--- config.mk ---
export PLATFORM = sky130hd
export DESIGN_NAME = apb_master
export DESIGN_NICKNAME = d
export VERILOG_FILES = /design/src/rtl/apb_master.sv
export SDC_FILE = /design/constraint.sdc
export NUM_CORES = 1
export LEC_CHECK = 0
export ABC_AREA = 1
export CORE_ASPECT_RATIO = 1.1
export CORE_MARGIN = 4
export CORE_UTILIZATION = 42
export CTS_BUF_LIST = sky130_fd_sc_hd__clkbuf_16
export DETAILED_ROUTE_END_ITERATION = 7
export PLACE_DENSITY = 0.89
export SYNTH_ARGS = -nofsm -noshare
export SYNTH_HDL_FRONTEND = slang
export SYNTH_SLANG_ARGS = --single-unit
export TNS_END_PERCENT = 1
--- constraint.sdc ---
create_clock -name clk -period 1.79 [get_ports clk]
set_input_delay 0.2685 -clock clk [delete_from_list [all_inputs] [get_ports clk]]
set_output_delay 0.2685 -clock clk [all_outputs]
set_load 0.1 [all_outputs]
--- src/rtl/apb_master.sv ---
// apb_master: single-outstanding APB requester turning a valid/ready command into a SETUP/ACCESS transfer.
// Wait states are counted in ACCESS; if TIMEOUT is non-zero, a stuck slave is abandoned with rsp_err.
module apb_master #(
    parameter int ADDR_W  = 8,
    parameter int DATA_W  = 32,
    parameter int TIMEOUT = 16
) (
    input  logic              clk,
    input  logic              rst_n,
    input  logic              req_valid,
    output logic              req_ready,
    input  logic              req_write,
    input  logic [ADDR_W-1:0] req_addr,
    input  logic [DATA_W-1:0] req_wdata,
    output logic              rsp_valid,
    output logic [DATA_W-1:0] rsp_rdata,
    output logic              rsp_err,
    output logic              sel,
    output logic              enable,
    output logic              write,
    output logic [ADDR_W-1:0] addr,
    output logic [DATA_W-1:0] wdata,
    input  logic [DATA_W-1:0] rdata,
    input  logic              ready
);
    localparam logic [1:0] IDLE   = 2'd0;
    localparam logic [1:0] SETUP  = 2'd1;
    localparam logic [1:0] ACCESS = 2'd2;
    // Wide enough to hold TIMEOUT without wrapping; also valid when TIMEOUT is 0.
    localparam int CW = $clog2(TIMEOUT + 2);
    localparam logic [CW-1:0] TO_LAST = CW'(TIMEOUT - 1);
    logic [1:0]    r_state;
    logic [CW-1:0] r_wait;
    logic          w_timeout;
    assign req_ready = (r_state == IDLE);
    // Abort on the edge where the wait count would reach TIMEOUT; a high ready wins.
    assign w_timeout = (TIMEOUT > 0) && !ready && (r_wait == TO_LAST);
    always_ff @(posedge clk or negedge rst_n) begin
        if (!rst_n) begin
            r_state   <= IDLE;
            r_wait    <= '0;
            sel       <= 1'b0;
            enable    <= 1'b0;
            write     <= 1'b0;
            addr      <= '0;
            wdata     <= '0;
            rsp_valid <= 1'b0;
            rsp_err   <= 1'b0;
            rsp_rdata <= '0;
        end else begin
            rsp_valid <= 1'b0;
            rsp_err   <= 1'b0;
            if (r_state == IDLE) begin
                if (req_valid) begin
                    r_state <= SETUP;
                    sel     <= 1'b1;
                    write   <= req_write;
                    addr    <= req_addr;
                    wdata   <= req_wdata;
                end
            end else if (r_state == SETUP) begin
                r_state <= ACCESS;
                enable  <= 1'b1;
                r_wait  <= '0;
            end else if (r_state == ACCESS) begin
                if (ready || w_timeout) begin
                    r_state   <= IDLE;
                    sel       <= 1'b0;
                    enable    <= 1'b0;
                    rsp_valid <= 1'b1;
                    rsp_err   <= !ready;
                    rsp_rdata <= (ready && !write) ? rdata : '0;
                end else begin
                    r_wait <= (r_wait == '1) ? r_wait : r_wait + 1'b1;
                end
            end else begin
                r_state <= IDLE;
                sel     <= 1'b0;
                enable  <= 1'b0;
            end
        end
    end
endmodule

Fig. 1: run 1, congestion heat map
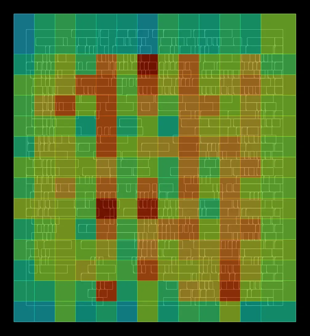
GRT Max-Usage Layer: met2
post-layout util: 68.32%
M3 GR Usage: 5.474%
met1 Resource Use GR: 23.04%
met2 Resource Use GR: 30.57%

Fig. 2: run 1, placement density heat map
9 x 10 tiles, from black (low) to pale yellow (high), 0 to 100% covered.
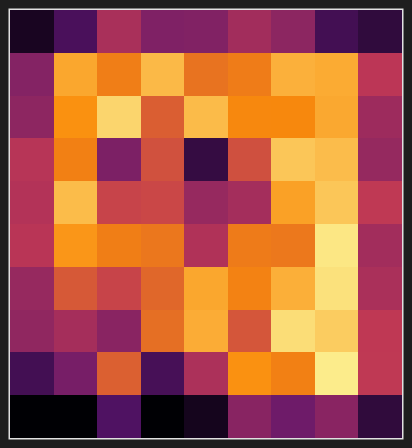
mean over tiles: 54%
nearly empty tiles: 3.3%
emptiest ninth of the die: lower left
fullest tile: 96%
densest ninth of the die: middle right

Fig. 3: run 1, wiring by layer
Scale bar: 20 um. Two of the layers only.
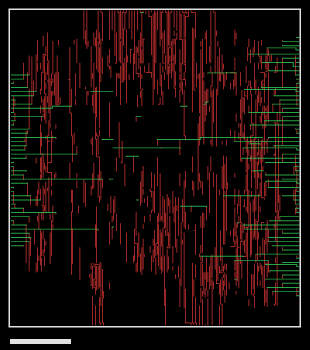
[M2] red | wire length: 4,480 um
[M3] green | wire length: 917 um
Vias: 3,107
GRT Overall Usage: 18.53%
drt wl/cell: 13.99 um
Routed WL: 9.287 mm

[run 1: layout make-up]
cell class | instances | area, um^2
clock inverters | 7 | 116.4
fillers | 584 | 2520
multi-input cells | 277 | 1191
repair buffers | 164 | 1602
flip-flops and latches | 84 | 2102
clock buffers | 9 | 225.2
well taps | 108 | 135.1
inverters | 15 | 63.81
[run 1: kinds of logic after synthesis]
family | count (synthesis)
flops | 84
fa+ha+maj | 6
compound gates | 1
buf+inv | 32
simple gates | 270
[run 1: cells in the final DEF (no fill, tap or decap)]
cell type | netlist | routed
nor2_8 | 1 | 1
dfrtp_1 | 84 | 84
clkbuf_16 | 0 | 10
nand2_1 | 222 | 220
inv_8 | 0 | 2
buf_4 | 0 | 74
o21ai_0 | 1 | 1
ha_2 | 0 | 2
nand4_1 | 2 | 2
inv_1 | 13 | 15
ha_1 | 6 | 4
bufinv_16 | 0 | 3
nand2_2 | 1 | 3
clkinv_1 | 1 | 1
or2_2 | 1 | 1
nor2_4 | 1 | 1
clkdlybuf4s50_1 | 0 | 75
clkinvlp_4 | 0 | 1
buf_12 | 0 | 13
nor2_2 | 2 | 3
nand3_1 | 37 | 37
nor2_1 | 3 | 2
dlygate4sd3_1 | 0 | 1
[run 1: flip-flops by register name, indices dropped and copies added, names as in the netlist, 2 cells and up]
| signal | count |
|---|---|
| addr | 8 |
| r_state | 2 |
| r_wait | 5 |
| rsp_rdata | 32 |
| wdata | 32 |
[run 1: worst paths after layout]
path                       slack, ns  depth (start not counted)        start       endpoint
setup / recovery                0.09                          9    r_wait[1]   rsp_rdata[0]
hold / removal                  0.40                          2        rst_n   rsp_rdata[7]
setup reg to reg                0.09                          9    r_wait[1]   rsp_rdata[0]
hold reg to reg                 0.48                          2     wdata[8]       wdata[8]
max in group asynchronous       0.72                          3        rst_n  rsp_rdata[30]
min in group clk                0.47                          3  req_addr[3]        addr[3]
[run 1: layer usage]
| layer | vias up | wire length, um |
|---|---|---|
| met5 | - | 0 |
| met4 | 0 | 167 |
| met3 | 16 | 916 |
| met2 | 137 | 4477 |
| met1 | 1432 | 3725 |
| li1 | 1522 | - |
[run 1: worst reg2reg max path, stage by stage, from the launching register on]
cell and delay (ns):
dfrtp_1 0.41, ha_1 0.21, nand2_1 0.10, nor2_2 0.05, ha_2 0.19, nor2_4 0.21
nor2_8 0.09, clkbuf_16 0.18, nand3_1 0.09, nand2_1 0.05
[run 1: timing repair]
action / CTS / global route
gates resized: 1 / 5
setup buffers: 0 / 1
endpoints found under the setup margin: 3 / 38
pin swaps: 0 / 1
gates cloned: 0 / 1
hold buffers: 1 / 0
endpoints found under the hold margin: 25 / 0
[run 1: metrics by stage]
stage	cells	hold slack [ns]
3_5_place_dp	645	0.2128
2_1_floorplan	393	-0.02709
4_1_cts	662	0.4026
5_1_grt	664	0.4365
6_report	664	0.3988
3_3_place_gp	645	0.2081
==> results.py, run 1 <==
# Flow results
metrics = {
    "outcome": {
        "status": "completed",
    },
    "route": {
        "via_per_inst": 4.679,
        "drt_pass1_iterations": 4,
        "drc_errors": 0,
        "ant_nets": 0,
        "drt_iter0_markers": 71,
    },
    "yosys": {
        "ys_seq_share_pct": 60.80,
        "synthMuxAreaShare_pct": 0,
        "synthArstFlopShare_pct": 100.0,
        "ys_sh_aoi_pct": 0.1448,
        "top_area_cell": "dfrtp_1",
        "netlist_top_cells_count": "nand2_1, dfrtp_1, nand3_1",
        "ys_types": 18,
        "synth_top_flop_cell": "dfrtp_1",
        "top_cell": "nand2_1",
        "ys_chip_area_um2": 3457,
        "fp_nets": 476,
        "ys_cells": 393,
        "yosysWarnings": 0,
        "numSynthFlops": 84,
        "top_area_share_pct": 60.80,
        "synth-edff-count": 0,
        "simple_gate_share_pct": 31.78,
        "top_cells_by_area": "dfrtp_1, nand2_1, nand3_1, ha_1, buf_6",
        "synth_area_per_cell_um2": 8.797,
        "synthTopLogicFamily": "simple AND/OR/NAND/NOR gates",
        "syn_area_um2": 3457,
        "ys_sh_xor_pct": 0,
    },
    "final_timing": {
        "timing.final.ws_setup_ns": 0.09302,
        "setup_tns_ns": 0,
        "period_used_pct": 94.80,
        "final-hold-violation-count": 0,
        "worstMarginPinSlew_ns": 0.4266,
        "fmax_mhz": 589.3,
        "drv_slew": 0,
        "setup_viol": 0,
        "relSlewSlack_pct": 71.56,
        "fin_skew_ns": 0.006336,
        "fin_crit_ns": 1.697,
    },
    "worst_setup_path": {
        "critPathTopFamily": "simple AND/OR/NAND/NOR gates",
        "crit_chain": "ha_1 > nand2_1 > nor2_2 > ha_2 > nor2_4 > nor2_8 > clkbuf_16 > nand3_1 > nand2_1",
        "cpPeakStageDelay_ns": 0.41,
        "cp_max_fo": 16,
        "timing.critical_path.mode_cell": "nand2_1",
        "path_class": "reg -> reg",
        "slowest_stage": "dfrtp_1",
        "arrival_ns": 1.91,
        "worst-path-buf-inv": 1,
        "worstPathRequired_ns": 2.00,
        "end_kind": "flop",
    },
    "final_layout": {
        "final_nets": 634,
        "antenna_cells": 0,
        "fin_area_um2": 5435,
        "synthToLayoutAreaGrowth_pct": 57.22,
        "drive_gt1_share_pct": 20.50,
    },
    "floorplanning": {
        "dieHeight_um": 103.2,
        "core_area_um2": 7955,
        "die_w_um": 94.51,
        "rows": 34,
        "initial_core_util_pct": 43.46,
        "pin_count": 155,
        "dieArea_um2": 9749,
    },
    "grt": {
        "grt_max_degree": 43,
        "grt_pass1_wl_mm": 14.12,
        "antenna_found_initial": 0,
        "overflow": 0,
    },
    "cts": {
        "clk_pin_slew_ns": 0.06,
        "root_buffer": "clkbuf_16",
        "htree_levels": 3,
        "tritoncts": "done",
        "worstSkewPairLatency_ns": 0.33,
        "cts.sinks": 84,
        "numCtsBuffers": 9,
        "clockBufferDepth": 2,
    },
    "flow_run": {
        "cap_violations": 0,
        "warning_count": 29,
    },
    "placement": {
        "port_buffers": 154,
        "dp_hpwl_mm": 6.738,
        "dpl-instance-area_um2": 5036,
        "place_ws_ns": 0.009086,
        "place_congestion": 0.7619,
    },
    "hold_path": {
        "min_path_type": "in -> async",
    },
}
Fig. 4: run 1, cell classes on the final placement
Scale bar: 20 um. Fill, decap, tap and diode cells in grey.
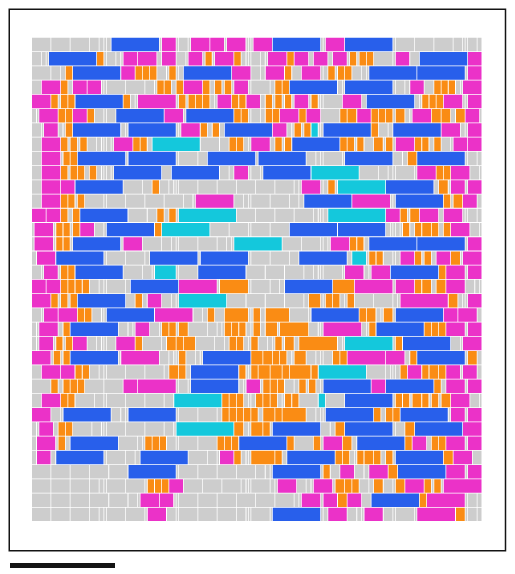

--- run 2 (diff from run 1) ---
--- a/config.mk
+++ b/config.mk
@@ -6,12 +6,14 @@
 export NUM_CORES = 1
 export LEC_CHECK = 0
 export ABC_AREA = 1
+export CAP_MARGIN = 20
 export CORE_ASPECT_RATIO = 1.1
 export CORE_MARGIN = 4
 export CORE_UTILIZATION = 42
 export CTS_BUF_LIST = sky130_fd_sc_hd__clkbuf_16
 export DETAILED_ROUTE_END_ITERATION = 7
 export PLACE_DENSITY = 0.89
+export RECOVER_POWER = 100
 export SYNTH_ARGS = -nofsm -noshare
 export SYNTH_HDL_FRONTEND = slang
 export SYNTH_SLANG_ARGS = --single-unit
Fig. 5: run 2, cell classes on the final placement
Scale bar: 20 um. Fill, decap, tap and diode cells in grey.
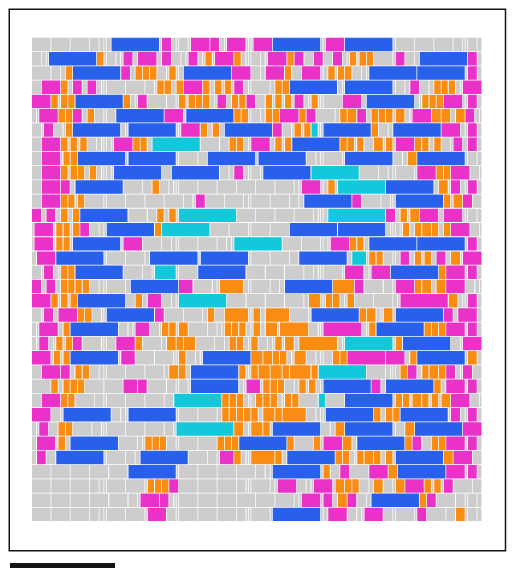
[clock drivers and dummy loads] cyan | cells: 16
[remaining logic cells] orange | cells: 292
[registers] blue | cells: 84
[remaining buffers and delay cells] magenta | cells: 164
number of core rows: 34
fin area: 5100 um^2
post-layout util: 64.11%
flop share of the area: 41.22%
Core ar.: 7955 um^2

Fig. 6: run 2, sequential cells grouped by signal name
Scale bar: 20 um.
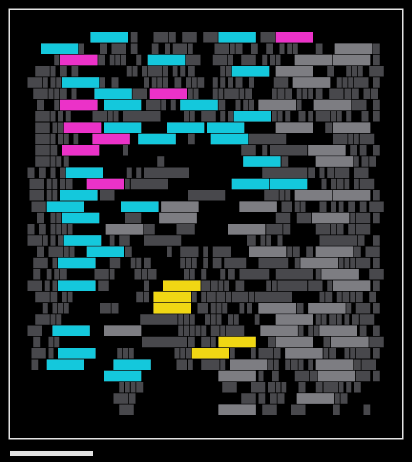
[`wdata`] cyan | flops: 32
[`addr`] magenta | flops: 8 | where: upper left
[`r_wait`] yellow | flops: 5
not coloured: 39
FF+latch area: 2102 um^2

==> results.py, run 2 <==
# Flow results
metrics = {
    "final_timing": {
        "final-hold-violation-count": 0,
        "fin_crit_ns": 1.697,
        "setup_viol": 0,
        "fmax_mhz": 589.3,
        "period_used_pct": 94.81,
        "whs_ns": 0.4700,
        "fin_skew_ns": 0.005674,
        "drv_slew": 0,
        "worstMarginPinSlew_ns": 0.6592,
        "timing.final.ws_setup_ns": 0.09298,
        "relSlewSlack_pct": 56.05,
    },
    "placement": {
        "port_buffers": 154,
        "place_congestion": 0.7619,
        "place_ws_ns": 0.009086,
    },
    "worst_setup_path": {
        "cpPeakStageDelay_ns": 0.39,
        "worstPathRequired_ns": 2.05,
        "worst-path-buf-inv": 1,
        "path_class": "reg -> reg",
        "slowest_stage": "dfrtp_1",
        "end_kind": "flop",
        "arrival_ns": 1.96,
    },
    "route": {
        "dr_wl_met2_mm": 4.469,
        "ant_nets": 0,
        "drt_iter0_markers": 57,
        "via_per_inst": 4.696,
        "drt_pass1_iterations": 4,
        "wl_met1_mm": 3.835,
        "top_layer": "met4",
        "wl_met3_um": 865,
        "num_vias": 3118,
        "wl_per_cell_um": 14.04,
    },
    "final_layout": {
        "reg_top3": "rsp_rdata: 32 flops, wdata: 32 flops, addr: 8 flops",
        "final_nets": 634,
        "antenna_cells": 0,
        "final_cell_mix": "nand2_1, dfrtp_1, clkbuf_2",
    },
    "floorplanning": {
        "dieArea_um2": 9749,
        "initial_core_util_pct": 43.46,
        "dieHeight_um": 103.2,
        "pin_count": 155,
    },
    "cts": {
        "clk_pin_slew_ns": 0.06,
        "htree_levels": 3,
        "root_buffer": "clkbuf_16",
        "tritoncts": "done",
        "numCtsBuffers": 9,
    },
    "yosys": {
        "top_cell": "nand2_1",
        "ys_types": 18,
        "netlist_top_cells_count": "nand2_1, dfrtp_1, nand3_1",
        "top_area_cell": "dfrtp_1",
        "top_cells_by_area": "dfrtp_1, nand2_1, nand3_1, ha_1, buf_6",
        "syn_area_um2": 3457,
        "synthArstFlopShare_pct": 100.0,
        "ys_chip_area_um2": 3457,
        "fp_nets": 476,
        "top_area_share_pct": 60.80,
        "synth_top_flop_cell": "dfrtp_1",
        "yosysWarnings": 0,
        "synth-edff-count": 0,
        "ys_seq_share_pct": 60.80,
    },
    "hold_path": {
        "min_path_type": "in -> reg",
    },
    "grt": {
        "grt_use_total_pct": 18.53,
        "grt_max_degree": 43,
        "antenna_found_initial": 0,
        "grt_pass1_wl_mm": 14.12,
        "overflow": 0,
    },
    "flow_run": {
        "cap_violations": 0,
    },
    "outcome": {
        "status": "completed",
    },
}
## run 2: logic make-up after synthesis
family                     share of synthesized area (%)
and+or+nand+nor                                    31.78
DFF                                                60.80
buffers and inverters                              5.103
adders and majority gates                          2.171
AOI/OAI and AO/OA                                 0.1446
## run 2: final cells by class
cell class	instances	area, um^2
clock inverter	7	116.4
timing repair buffer	164	1269
fill	657	2855
inverter	15	63.81
tap	108	135.1
multi-input combinational	277	1189
clock buffer	9	225.2
sequential	84	2102
## run 2: per-stage QoR
stage | std cells | utilization [%] | area [um^2] | setup TNS [ns]
2_1_floorplan | 393 | - | 3460 | 0
5_1_grt | 664 | 64.11 | 5100 | -0.04897
3_3_place_gp | 645 | 63.31 | 5036 | 0
6_report | 664 | 64.11 | 5100 | 0
3_5_place_dp | 645 | 63.31 | 5036 | 0
4_1_cts | 662 | 67.76 | 5390 | 0
## run 2: final timing paths
kind	startpoint	end	slack, ns	depth (start not counted)
max in group asynchronous	rst_n	wdata[15]	0.32	3
min in group asynchronous	rst_n	rsp_rdata[7]	0.50	2
worst max-delay path	r_wait[1]	rsp_rdata[0]	0.09	9
worst min register to register	wdata[8]	wdata[8]	0.48	2
worst min-delay path	req_addr[3]	addr[3]	0.47	3
worst max register to register	r_wait[1]	rsp_rdata[0]	0.09	9
## run 2: per-layer routing
| layer | GRT usage (%) | vias to the layer above |
|---|---|---|
| li1 | - | 1521 |
| met3 | 5.474 | 15 |
| met5 | 0 | - |
| met4 | 7.325 | 0 |
| met2 | 30.57 | 138 |
| met1 | 23.04 | 1444 |
## run 2: worst reg2reg max path, cell delays in order, from the launching register on
cell	delay (ns)
dfrtp_1	0.39
ha_1	0.19
nand2_1	0.09
nor2_2	0.13
ha_2	0.22
nor2_4	0.07
nor2_8	0.19
clkbuf_16	0.20
nand3_1	0.10
nand2_1	0.07
## run 2: timing repair
item	in CTS	in global routing
setup buffers	0	1
endpoints found under the hold margin	25	0
pin swaps	0	1
resized	1	5
setup endpoints to repair	3	38
hold buffers	1	0
gates cloned	0	1
